[src/rtl/lcd_frame_ctrl.sv]
// HD44780-class character LCD controller with an internal ROWS x COLS frame buffer.
// Writers update characters at (row,col); only dirty rows are re-sent with self-timed E strobes.
module lcd_frame_ctrl #(
  parameter  int COLS      = 16,
  parameter  int ROWS      = 2,
  parameter  int SETUP_CYC = 2,
  parameter  int PULSE_CYC = 4,
  parameter  int HOLD_CYC  = 50,
  parameter  int CLR_CYC   = 2000,
  parameter  int PWRUP_CYC = 20000,
  localparam int RW        = (ROWS > 1) ? $clog2(ROWS) : 1,
  localparam int CLW       = (COLS > 1) ? $clog2(COLS) : 1
) (
  input  logic           clk,
  input  logic           rst_n,
  input  logic           wr_valid,
  output logic           wr_ready,
  input  logic [RW-1:0]  wr_row,
  input  logic [CLW-1:0] wr_col,
  input  logic [7:0]     wr_char,
  input  logic           clr_req,
  output logic           busy,
  output logic           LCD_E,
  output logic           LCD_RS,
  output logic           LCD_RW,
  output logic [7:0]     LCD_DATA
);

  localparam int NENT = ROWS * COLS;
  localparam int AW   = (NENT > 1) ? $clog2(NENT) : 1;
  localparam int IW   = $clog2(NENT + 4);
  localparam int M1   = (PWRUP_CYC > CLR_CYC) ? PWRUP_CYC : CLR_CYC;
  localparam int M2   = (HOLD_CYC > PULSE_CYC) ? HOLD_CYC : PULSE_CYC;
  localparam int M3   = (M2 > SETUP_CYC) ? M2 : SETUP_CYC;
  localparam int MAXC = (M1 > M3) ? M1 : M3;
  localparam int CW   = $clog2(MAXC + 1);

  typedef enum logic [2:0] {S_FILL, S_PWRUP, S_INIT, S_IDLE, S_ADDR, S_CHAR} state_t;
  typedef enum logic [1:0] {P_IDLE, P_SETUP, P_PULSE, P_HOLD} phase_t;

  state_t          r_state, w_state_nxt;
  phase_t          r_phase;
  logic [CW-1:0]   r_cnt;
  logic [IW-1:0]   r_idx;
  logic [RW-1:0]   r_row;
  logic [ROWS-1:0] r_dirty;
  logic            r_clr_pend, r_boot, r_e, r_rs;
  logic [7:0]      r_data;
  logic [7:0]      r_buf [NENT];

  logic            w_start, w_tx_rs, w_tx_done, w_fill_last, w_pick, w_wr_ok;
  logic [7:0]      w_tx_data, w_base;
  logic [RW-1:0]   w_pick_row;
  logic [AW-1:0]   w_wr_addr, w_rd_addr;

  assign w_wr_ok     = wr_valid && wr_ready && (int'(wr_row) < ROWS) && (int'(wr_col) < COLS);
  assign w_wr_addr   = AW'(int'(wr_row) * COLS + int'(wr_col));
  assign w_rd_addr   = AW'(int'(r_row) * COLS + int'(r_idx));
  assign w_fill_last = (r_state == S_FILL) && (r_idx == IW'(NENT - 1));
  assign w_tx_done   = (r_phase == P_HOLD) && (r_cnt == '0);
  // DDRAM row bases: 0x00, 0x40, COLS, 0x40+COLS
  assign w_base      = 8'(((int'(r_row) % 2) * 64) + ((int'(r_row) / 2) * COLS));

  assign wr_ready = (r_state != S_FILL);
  assign busy     = (r_state != S_IDLE) || (|r_dirty) || r_clr_pend;
  assign LCD_E    = r_e;
  assign LCD_RS   = r_rs;
  assign LCD_RW   = 1'b0;
  assign LCD_DATA = r_data;

  always_comb begin
    w_pick_row = '0;
    for (int i = ROWS - 1; i >= 0; i--)
      if (r_dirty[i]) w_pick_row = RW'(i);
  end

  always_ff @(posedge clk or negedge rst_n) begin
    if (!rst_n) r_state <= S_FILL;
    else        r_state <= w_state_nxt;
  end

  always_comb begin
    w_state_nxt = r_state;
    w_start     = 1'b0;
    w_tx_rs     = 1'b0;
    w_tx_data   = 8'h00;
    w_pick      = 1'b0;
    unique case (r_state)
      S_FILL:  if (w_fill_last) w_state_nxt = r_boot ? S_PWRUP : S_IDLE;
      S_PWRUP: if (r_cnt == '0) w_state_nxt = S_INIT;
      S_INIT: begin
        w_start = (r_phase == P_IDLE);
        case (r_idx[1:0])
          2'd0:    w_tx_data = 8'h38;
          2'd1:    w_tx_data = 8'h0C;
          2'd2:    w_tx_data = 8'h06;
          default: w_tx_data = 8'h01;
        endcase
        if (w_tx_done && r_idx == IW'(3)) w_state_nxt = S_IDLE;
      end
      S_IDLE: begin
        // a pending clear outranks dirty rows and skips the 0x01 command
        if (r_clr_pend || clr_req) w_state_nxt = S_FILL;
        else if (|r_dirty) begin
          w_pick      = 1'b1;
          w_state_nxt = S_ADDR;
        end
      end
      S_ADDR: begin
        w_start   = (r_phase == P_IDLE);
        w_tx_data = 8'h80 | w_base;
        if (w_tx_done) w_state_nxt = S_CHAR;
      end
      S_CHAR: begin
        w_start   = (r_phase == P_IDLE);
        w_tx_rs   = 1'b1;
        w_tx_data = r_buf[w_rd_addr];
        if (w_tx_done && r_idx == IW'(COLS - 1)) w_state_nxt = S_IDLE;
      end
      default: w_state_nxt = S_FILL;
    endcase
  end

  always_ff @(posedge clk) begin
    if (r_state == S_FILL) r_buf[r_idx[AW-1:0]] <= 8'h20;
    else if (w_wr_ok)      r_buf[w_wr_addr]     <= wr_char;
  end

  always_ff @(posedge clk or negedge rst_n) begin
    if (!rst_n) begin
      r_phase    <= P_IDLE;
      r_cnt      <= '0;
      r_idx      <= '0;
      r_row      <= '0;
      r_dirty    <= '0;
      r_clr_pend <= 1'b0;
      r_boot     <= 1'b1;
      r_e        <= 1'b0;
      r_rs       <= 1'b0;
      r_data     <= 8'h00;
    end else begin
      if (r_state != w_state_nxt)               r_idx <= '0;
      else if (r_state == S_FILL || w_tx_done) r_idx <= r_idx + IW'(1);

      if (w_pick)      r_row  <= w_pick_row;
      if (w_fill_last) r_boot <= 1'b0;

      if (r_state == S_IDLE) r_clr_pend <= 1'b0;
      else if (clr_req)      r_clr_pend <= 1'b1;

      // later assignment wins: a write re-dirties a row cleared on the same edge
      if (w_fill_last) r_dirty <= '1;
      else begin
        if (w_pick)  r_dirty[w_pick_row] <= 1'b0;
        if (w_wr_ok) r_dirty[wr_row]     <= 1'b1;
      end

      if (w_start) begin
        r_phase <= P_SETUP;
        r_cnt   <= CW'(SETUP_CYC - 1);
        r_rs    <= w_tx_rs;
        r_data  <= w_tx_data;
      end else begin
        case (r_phase)
          P_SETUP:
            if (r_cnt == '0) begin
              r_phase <= P_PULSE;
              r_e     <= 1'b1;
              r_cnt   <= CW'(PULSE_CYC - 1);
            end else r_cnt <= r_cnt - CW'(1);
          P_PULSE:
            if (r_cnt == '0) begin
              r_phase <= P_HOLD;
              r_e     <= 1'b0;
              r_cnt   <= (!r_rs && r_data == 8'h01) ? CW'(CLR_CYC - 1) : CW'(HOLD_CYC - 1);
            end else r_cnt <= r_cnt - CW'(1);
          P_HOLD:
            if (r_cnt == '0) r_phase <= P_IDLE;
            else             r_cnt   <= r_cnt - CW'(1);
          P_IDLE:
            // the idle counter doubles as the power-up delay
            if (w_fill_last && r_boot)                 r_cnt <= CW'(PWRUP_CYC - 1);
            else if (r_state == S_PWRUP && r_cnt != '0) r_cnt <= r_cnt - CW'(1);
        endcase
      end
    end
  end

endmodule
[config.mk]
export PLATFORM = sky130hd
export DESIGN_NAME = lcd_frame_ctrl
export DESIGN_NICKNAME = d
export VERILOG_FILES = /design/src/rtl/lcd_frame_ctrl.sv
export SDC_FILE = /design/constraint.sdc
export NUM_CORES = 1
export LEC_CHECK = 0
export CORE_MARGIN = 5
export CORE_UTILIZATION = 35
export CTS_CLUSTER_SIZE = 28
export DETAILED_ROUTE_END_ITERATION = 10
export GPL_ROUTABILITY_DRIVEN = 0
export MAX_ROUTING_LAYER = met4
export PLACE_DENSITY = 0.61
export RECOVER_POWER = 50
export REMOVE_ABC_BUFFERS = 1
export SYNTH_ARGS = -nofsm -noshare
export SYNTH_HDL_FRONTEND = slang
export SYNTH_SLANG_ARGS = --single-unit
[constraint.sdc]
create_clock -name clk -period 3 [get_ports clk]
set_input_delay 0.6 -clock clk [delete_from_list [all_inputs] [get_ports clk]]
set_output_delay 0.6 -clock clk [all_outputs]
set_load 0.02 [all_outputs]
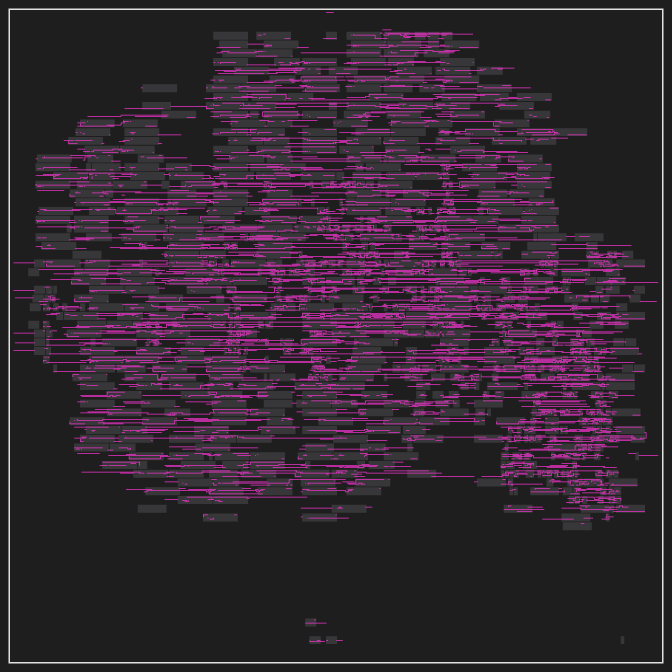
Fig. 1. Metal 1 (run 1).
Cells faint in the background.
main direction: horizontal
share of all routed wire: 44%
nets with wire on the layer: 873
wire length on this layer: 13,800 µm
longest straight run: 57.5 µm

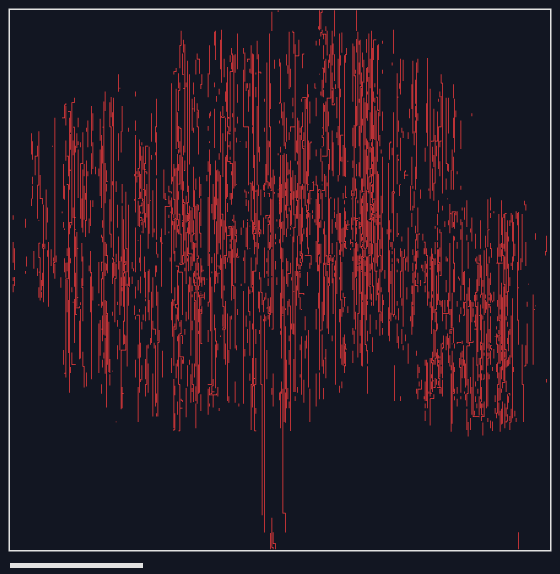
Fig. 2. The metal 2 layer (run 1).
Bar = 50 µm.
nets with wire on the layer: 800
longest straight run: 87.4 µm
wire length on this layer: 14,600 µm
share of all routed wire: 47%

==> design notes, run 1 <==
The run gives 98.09% for the post-route clock period utilization. Clock tree synthesis selected as its root buffer the cell sky130_fd_sc_hd__clkbuf_16. In the floorplan report the effective utilization is 35.42%.

Dividing total power by cell area gives a power density of 557.9 nW/µm². The report puts the hold buffer count at CTS at 0. The port buffer count works out to 28. The tools report the number of rows created at floorplan as 70. The global-route total usage across every layer was 15.32%; the final cell count without fillers was 1,392.

The wire length recorded after detailed routing is 31.13 mm. From bottom edge to top edge, the die measures 202.5 µm. The iteration count recorded for the first detailed-route pass is 5.

The area recorded from the Yosys report for this design is 12,970 µm². Per the GRT congestion report, total overflow comes to 0. Number of antenna violations at the first check in global routing: 0.

The checks that failed: max-capacitance violations, max-slew violations. The clock period could shrink to 2943 ps. The chip footprint is 41,000 µm².

The run gives 0.0003910 V as the maximum ir drop on the vdd rail. The transition time recorded at the tightest slew-check pin is 1582 ps. Summing internal, switching and leakage power gives 8.360 mW.

The endpoint required time on the critical path was 2400 ps; the final-report setup violation count was 0. Per the final report, max-transition violations number 66. The count of nets left with antenna violations once routing finished came out at 0.

The run gives 3 for the number of max-capacitance violations reported. Per the synthesis report, the dominant area consumer among library cells is sky130_fd_sc_hd__edfxtp_1. With the number of warnings the tools reported at 37, the count of synthesis-stage warnings from yosys is 0.

The run gives 67.20% for the sequential area share after synthesis. The number of enable flip-flop cells is 256. TritonRoute reported its final design rule violation total as 0. Total via count after detailed routing: 7,677. The commonest register cell is sky130_fd_sc_hd__edfxtp_1.

After layout, the worst setup slack is 57.32 ps. The async set or reset register ratio after synthesis was 13.80%; the placed wire-length estimate after detailed placement was 21.45 mm. The run gives -118.3 ps as the worst-case setup slack after placement. A synthesized cell averages 15.46 µm². The leakage power total is 4.996 nW. The number of different library cells used by synthesis comes to 82. Registers take 8718 µm².

Horizontal die dimension: 202.5 µm. The run gives 297 for the number of storage elements in the synthesis netlist. The critical path in this run is classified as reg2out. For flop-to-flop paths, the worst setup slack is 280 ps. For the worst reg-to-reg path, the endpoint reported by OpenROAD is r_buf[13][0]. The final antenna diode count is 0. For reference, the top cells by area after synthesis are sky130_fd_sc_hd__edfxtp_1 (59%), sky130_fd_sc_hd__mux4_2 (11%), sky130_fd_sc_hd__dfrtp_1 (7.7%). The total negative slack was 0 ps; the core box area was 36,610 µm². STA reports the tightest min-delay check as being of type in2async. The run finished, with violations left.

The worst setup path is captured at a primary output. The mapped netlist covers 12,970 µm². After layout, the setup clock skew is reported as 10.04 ps. The via count of the first global-routing pass is 7,597. The number of H-tree levels is 1, and the headroom to the max-slew limit is -5.475%.
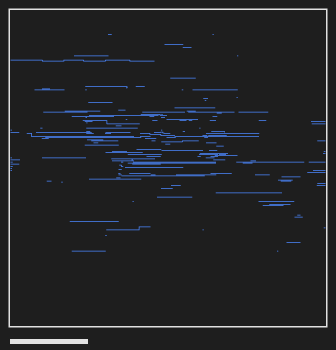
Fig. 3. The metal 3 layer (run 1).
Bar = 50 µm.
share of all routed wire: 6.6%
wire length on this layer: 2,060 µm
main direction: horizontal
nets with wire on the layer: 108

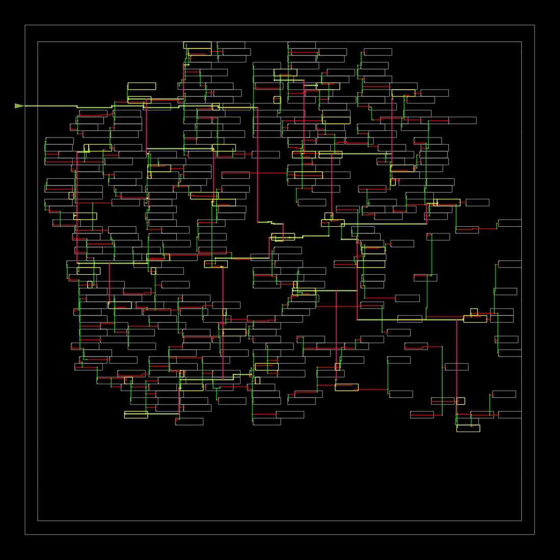
Fig. 4. Clock routing (run 1).
number of clock sinks: 297
CTS buffer count: 29
clock tree buffer count of the final layout: 30

run 1: critical path: stages (launching register included):
cell	delay, ps
sky130_fd_sc_hd__dfrtp_1	380
sky130_fd_sc_hd__buf_4	230
sky130_fd_sc_hd__nand3b_1	130
sky130_fd_sc_hd__or4_1	470
sky130_fd_sc_hd__clkdlybuf4s50_1	570
run 1: sequential cells by signal, summed over array words and instances (netlist names):
register / flops
r_phase: 2
r_buf: 256
r_row: 1
LCD_E: 1
r_idx: 6
r_boot: 1
LCD_DATA: 8
r_state: 3
r_dirty: 2
r_cnt: 15
LCD_RS: 1
r_clr_pend: 1
run 1: where the power goes:
part           total [mW]  switching (mW)  internal, mW
registers            4.43         0.00211          4.43
clock network        3.84            1.56          2.28
logic              0.0882          0.0537        0.0345
total                8.36            1.61          6.75
run 1: area by class of cell:
cell class / instances / share of cell area, %
Sequential cell: 297 / 58.18
Clock inverter: 23 / 1.862
Tap cell: 468 / 3.908
Timing Repair Buffer: 80 / 4.417
Inverter: 18 / 0.4676
Multi-Input combinational cell: 476 / 26.29
Clock buffer: 30 / 4.868
run 1: layer usage:
metal	part of all wire, %	vias up	track usage (%)
li1	-	3426	-
met1	44	3924	21.50
met2	47	267	23.48
met3	6.6	60	3.083
met4	2.3	0	3.249
met5	0	-	-
run 1: stage by stage:
stage,util (%),instance area [µm²]
after global routing,40.93,14980
after global placement,38.29,14020
after detailed placement,38.29,14020
final,40.93,14980
after floorplan,-,12710
after CTS,41.05,15030
run 1: cell families (layout without fill, tap and decap cells):
group	after synthesis	after routing	share of synthesized area [%]
multiplexers	68	68	11.52
AND/OR/NAND/NOR	256	256	10.06
buffers and inverters	66	151	2.537
XOR/XNOR	7	7	0.4728
other	1	1	0.02892
AND-OR/OR-AND	129	129	6.734
flip-flops	297	297	67.20
adder cells (fa/ha/maj)	15	15	1.447
run 1: layout by cell type (no fill, tap or decap), types with 19 or more instances in the layout:
| cell | instances |
|---|---|
| sky130_fd_sc_hd__buf_4 | 37 |
| sky130_fd_sc_hd__nand2_1 | 76 |
| sky130_fd_sc_hd__a21oi_1 | 19 |
| sky130_fd_sc_hd__nor2_1 | 68 |
| sky130_fd_sc_hd__a31oi_1 | 31 |
| sky130_fd_sc_hd__clkdlybuf4s50_1 | 27 |
| sky130_fd_sc_hd__o21ai_0 | 26 |
| sky130_fd_sc_hd__mux4_2 | 65 |
| sky130_fd_sc_hd__nand3_1 | 28 |
| sky130_fd_sc_hd__dfrtp_1 | 37 |
| sky130_fd_sc_hd__edfxtp_1 | 256 |
| sky130_fd_sc_hd__clkbuf_16 | 29 |
run 1: worst max-delay path by stage:
stage                from  cells past startpoint      endpoint  slack (ps)
4_1_cts        r_state[0]                      4          busy          30
2_1_floorplan    r_idx[0]                      7     r_cnt[10]       -1370
3_3_place_gp     wr_valid                      7  r_buf[13][0]          -2
3_5_place_dp     wr_valid                      7  r_buf[13][3]        -120
5_1_grt        r_state[0]                      4          busy           6
6_report       r_state[0]                      4          busy          60
run 1: repair_timing:
item,in CTS,in global routing
setup buffers,0,0
setup endpoints to repair,0,1
gates resized,0,1
==> run 1 -> run 2 <==
- CAP_MARGIN: default -> 10
- CTS_BUF_LIST: default -> sky130_fd_sc_hd__clkbuf_8 sky130_fd_sc_hd__clkbuf_16
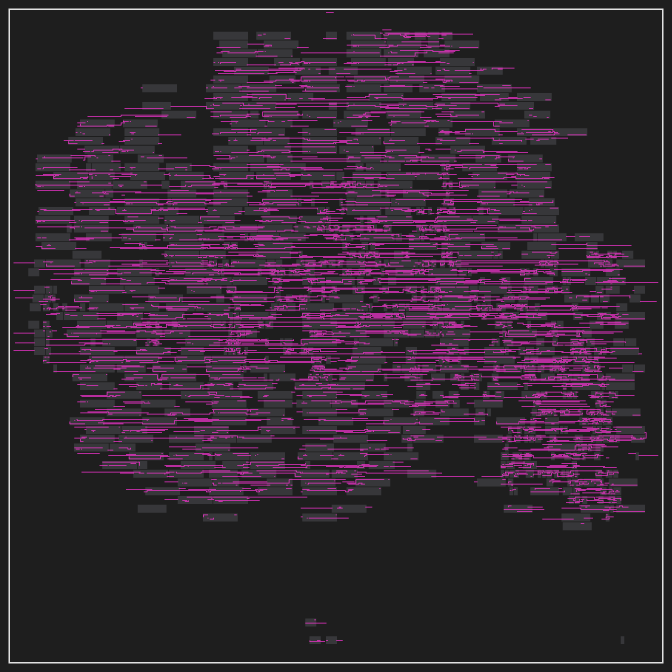
Fig. 5. Metal 1 (run 2).
Cells faint in the background.
wire length on this layer: 13,800 µm
main direction: horizontal
longest straight run: 57.5 µm
share of all routed wire: 44%
Total Wirelength: 31.11 mm
met1 track demand over resource: 21.50%
overall via count from detail_route: 7,676

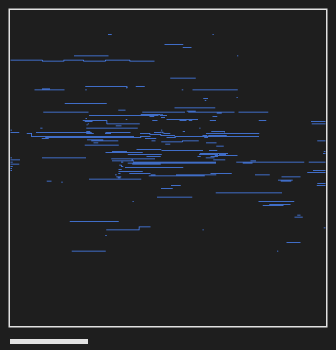
Fig. 6. The metal 3 layer (run 2).
Bar = 50 µm.
share of all routed wire: 6.5%
wire length on this layer: 2,030 µm
longest straight run: 65.5 µm
main direction: horizontal
nets with wire on the layer: 108

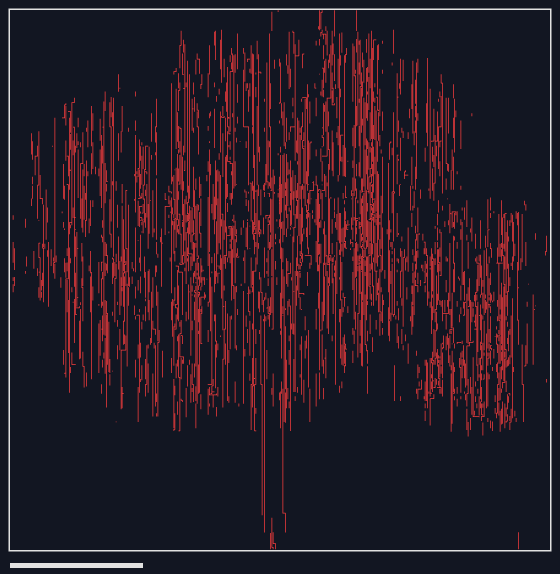
Fig. 7. The metal 2 layer (run 2).
Bar = 50 µm.
longest straight run: 87.4 µm
nets with wire on the layer: 801
share of all routed wire: 47%
GR Layer Usage met2: 23.48%

==> run 2 against run 1 <==
Effect of this change: the flow still finishes with violations (max-capacitance violations, max-slew violations); hold slack about the same; synthesized cell count did not move; first-iteration DRC count increased by 0.32%; non-clock buffer count stayed put; synthesized area unchanged; clock power about the same; die size unchanged; largest cell class unchanged; highest routed layer unchanged.
==> design notes, run 2 <==
TritonCTS built the clock tree. The path class of the lowest-slack min-delay path is in2async. Warnings reported by Yosys during synthesis add up to 0. After floorplanning, the core was divided into 70 placement rows. The final antenna diode count was 0; the core box area was 36,610 µm². The run gives 202.5 µm for the horizontal die dimension. The run gives 8718 µm² for the register area. Sequential elements use 67.20% of the synthesized area. With the global-route congestion overflow total at 0, the chip height is 202.5 µm. The run gives 0 ps as the total negative slack.

Highest cell delay on the worst timing path: 570 ps. The biggest area contributor in the post-synthesis netlist is sky130_fd_sc_hd__edfxtp_1. Across the routed clock network, the largest skew measured is 9.983 ps.

The tools report the remaining design rule violation count as 0. The synthesized-area fraction occupied by and/or/nand/nor cells was 10.06%. The power report puts the leakage power at 5.000 nW.

After detailed routing, the average wire length per cell comes to 22.35 µm. Looking at the VDD voltage map, the peak drop is 0.0003909 V. The area recorded from the Yosys report for this design is 12,970 µm². AND-OR/OR-AND share of the synthesized area: 6.734%. In the synthesized netlist, mux cells make up 11.52% of the area.

The synthesis run identifies the leading combinational cell family as multiplexers. The share of the synthesized netlist area taken by xor and xnor gates is 0.4727%, and the final cell count without fillers is 1,392. The run gives 3 for the number of max-capacitance violations reported. The final-report setup violation count came out at 0. The first-pass iteration count of the detailed router was 5. The library cell used most frequently in the layout, excluding fill and tap cells, is sky130_fd_sc_hd__edfxtp_1. The setup slack after layout is 57.31 ps, and the placed wire-length estimate after detailed placement is 21.45 mm. According to the finish report, the design has a final net count of 934.

For the endpoint required time on the critical path, the log shows 2400 ps. In this run the power density over the cells is 557.7 nW/µm². The clock root buffer was sky130_fd_sc_hd__clkbuf_16. Across all checked pins, the minimum headroom to the slew limit is -5.003%. Per the synthesis report, the single largest cell type by area occupies 59.28% of cell area.

Once detail routing completed, the nets flagged for antenna violations numbered 0. The final reports fail on max-capacitance violations, max-slew violations. The timing report shows that the slowest cell on the worst path is sky130_fd_sc_hd__clkdlybuf4s50_1.

The synthesized netlist occupies a cell area of 12,970 µm². The worst setup path is captured at a primary output. The commonest register cell is sky130_fd_sc_hd__edfxtp_1. The total placed instance area was 14,020 µm². Per the post-synthesis stats, the area per cell is 15.46 µm². The maximum number of pins on one net before global-route repair is 40, and the global-route total usage across every layer is 15.32%. The number of warnings the tools reported is 37.

Ranking logic cells in the layout by count gives the top entries sky130_fd_sc_hd__edfxtp_1 (256), sky130_fd_sc_hd__nand2_1 (76), sky130_fd_sc_hd__nor2_1 (68). With the number of enable flip-flop cells at 256, the chip footprint is 41,000 µm². Per the run report, area growth between synthesis and finish was 15.54%. The netlist uses 82 different library cells.

Count of fill cells added during filler insertion: 3,316. The run gives 7,597 as the via count of the first global-routing pass. The run gives 8.357 mW as the overall power of the completed layout. For the core utilization at floorplan, the log shows 35.42%. Listed in order, past its start point the critical path passes buf_4 -> nand3b_1 -> or4_1 -> clkdlybuf4s50_1.

The setup path with the least slack is of type reg2out. The run gives 28 for the port buffer count. By area the synthesized netlist is led by sky130_fd_sc_hd__edfxtp_1 (59%), sky130_fd_sc_hd__mux4_2 (11%), sky130_fd_sc_hd__dfrtp_1 (7.7%).

With the number of antenna violations at the first check in global routing at 0, the number of H-tree levels is 1. The count of buffering cells on the critical path with inverters included is 2, and the number of cells in Yosys stat is 839. The post-route clock period utilization is 98.09%.

For reference, full adder, half adder and majority cells occupy 1.447% of the area reported after synthesis. The number of storage elements in the synthesis netlist is 297. For the finished layout, the period the worst path requires is 2943 ps. The timing report attributes the biggest portion of critical-path delay to buffers and inverters. The tools report the final core utilization as 40.93%. The buffers inserted during post-CTS setup optimization was 0. The total clock buffers created by CTS is 29, and the worst-case setup slack after placement is -118.3 ps. The via density per instance came out at 5.514.

r_buf holds more flip-flops than any other register. The async set or reset register ratio after synthesis is 13.80%. The final number of max-transition violations came out at 66. The run finished, with violations left.

For this design, the sink count on the clock tree is 297. The transition time of the tightest slew-check pin was 1575 ps; the number of flip-flops under the largest register name was 256. The tools report the finished layout cell area as 14,980 µm².
-- run 2: cells by family after synthesis --
family                   count (synthesis)
buffers and inverters                   66
XOR/XNOR                                 7
multiplexers                            68
flip-flops                             297
AND-OR/OR-AND                          129
AND/OR/NAND/NOR                        256
adder cells (fa/ha/maj)                 15
other                                    1
-- run 2: report_power, final --
group,leakage (nW),internal (mW),switching (mW)
combinational,1.87,0.0345,0.0538
clock,0.494,2.28,1.56
sequential,2.64,4.43,0.00211
total,5.00,6.74,1.61
-- run 2: routing by layer --
layer  global-route usage [%]  up-vias  share of wire, %
met5                        -        -                 0
met4                    3.249        0               2.3
met3                    3.083       62               6.5
met2                    23.48      266                47
met1                    21.50     3922                44
li1                         -     3426                 -
-- run 2: final timing paths --
kind / start / endpoint / slack (ps) / cells past startpoint
setup / recovery: r_state[0] / busy / 60 / 4
hold / removal: rst_n / r_cnt[4] / 400 / 1
setup reg to reg: r_idx[0] / r_buf[13][0] / 280 / 2
hold reg to reg: r_clr_pend / r_clr_pend / 500 / 1
max in group asynchronous: rst_n / r_state[1] / 1100 / 2
min in group clk: r_clr_pend / r_clr_pend / 500 / 1
-- run 2: cell type report --
type | instances | area share (%)
flip-flops and latches | 297 | 58.18
multi-input cells | 476 | 26.29
inverters | 18 | 0.4676
repair buffers | 80 | 4.417
clock buffers | 29 | 4.843
clock inverters | 24 | 1.887
well taps | 468 | 3.908
-- run 2: what timing repair did --
item	4_1_cts	5_1_grt
resized	0	1
endpoints found under the setup margin	0	1
hold buffers	0	0
Power is estimated from default activity; no workload was simulated.
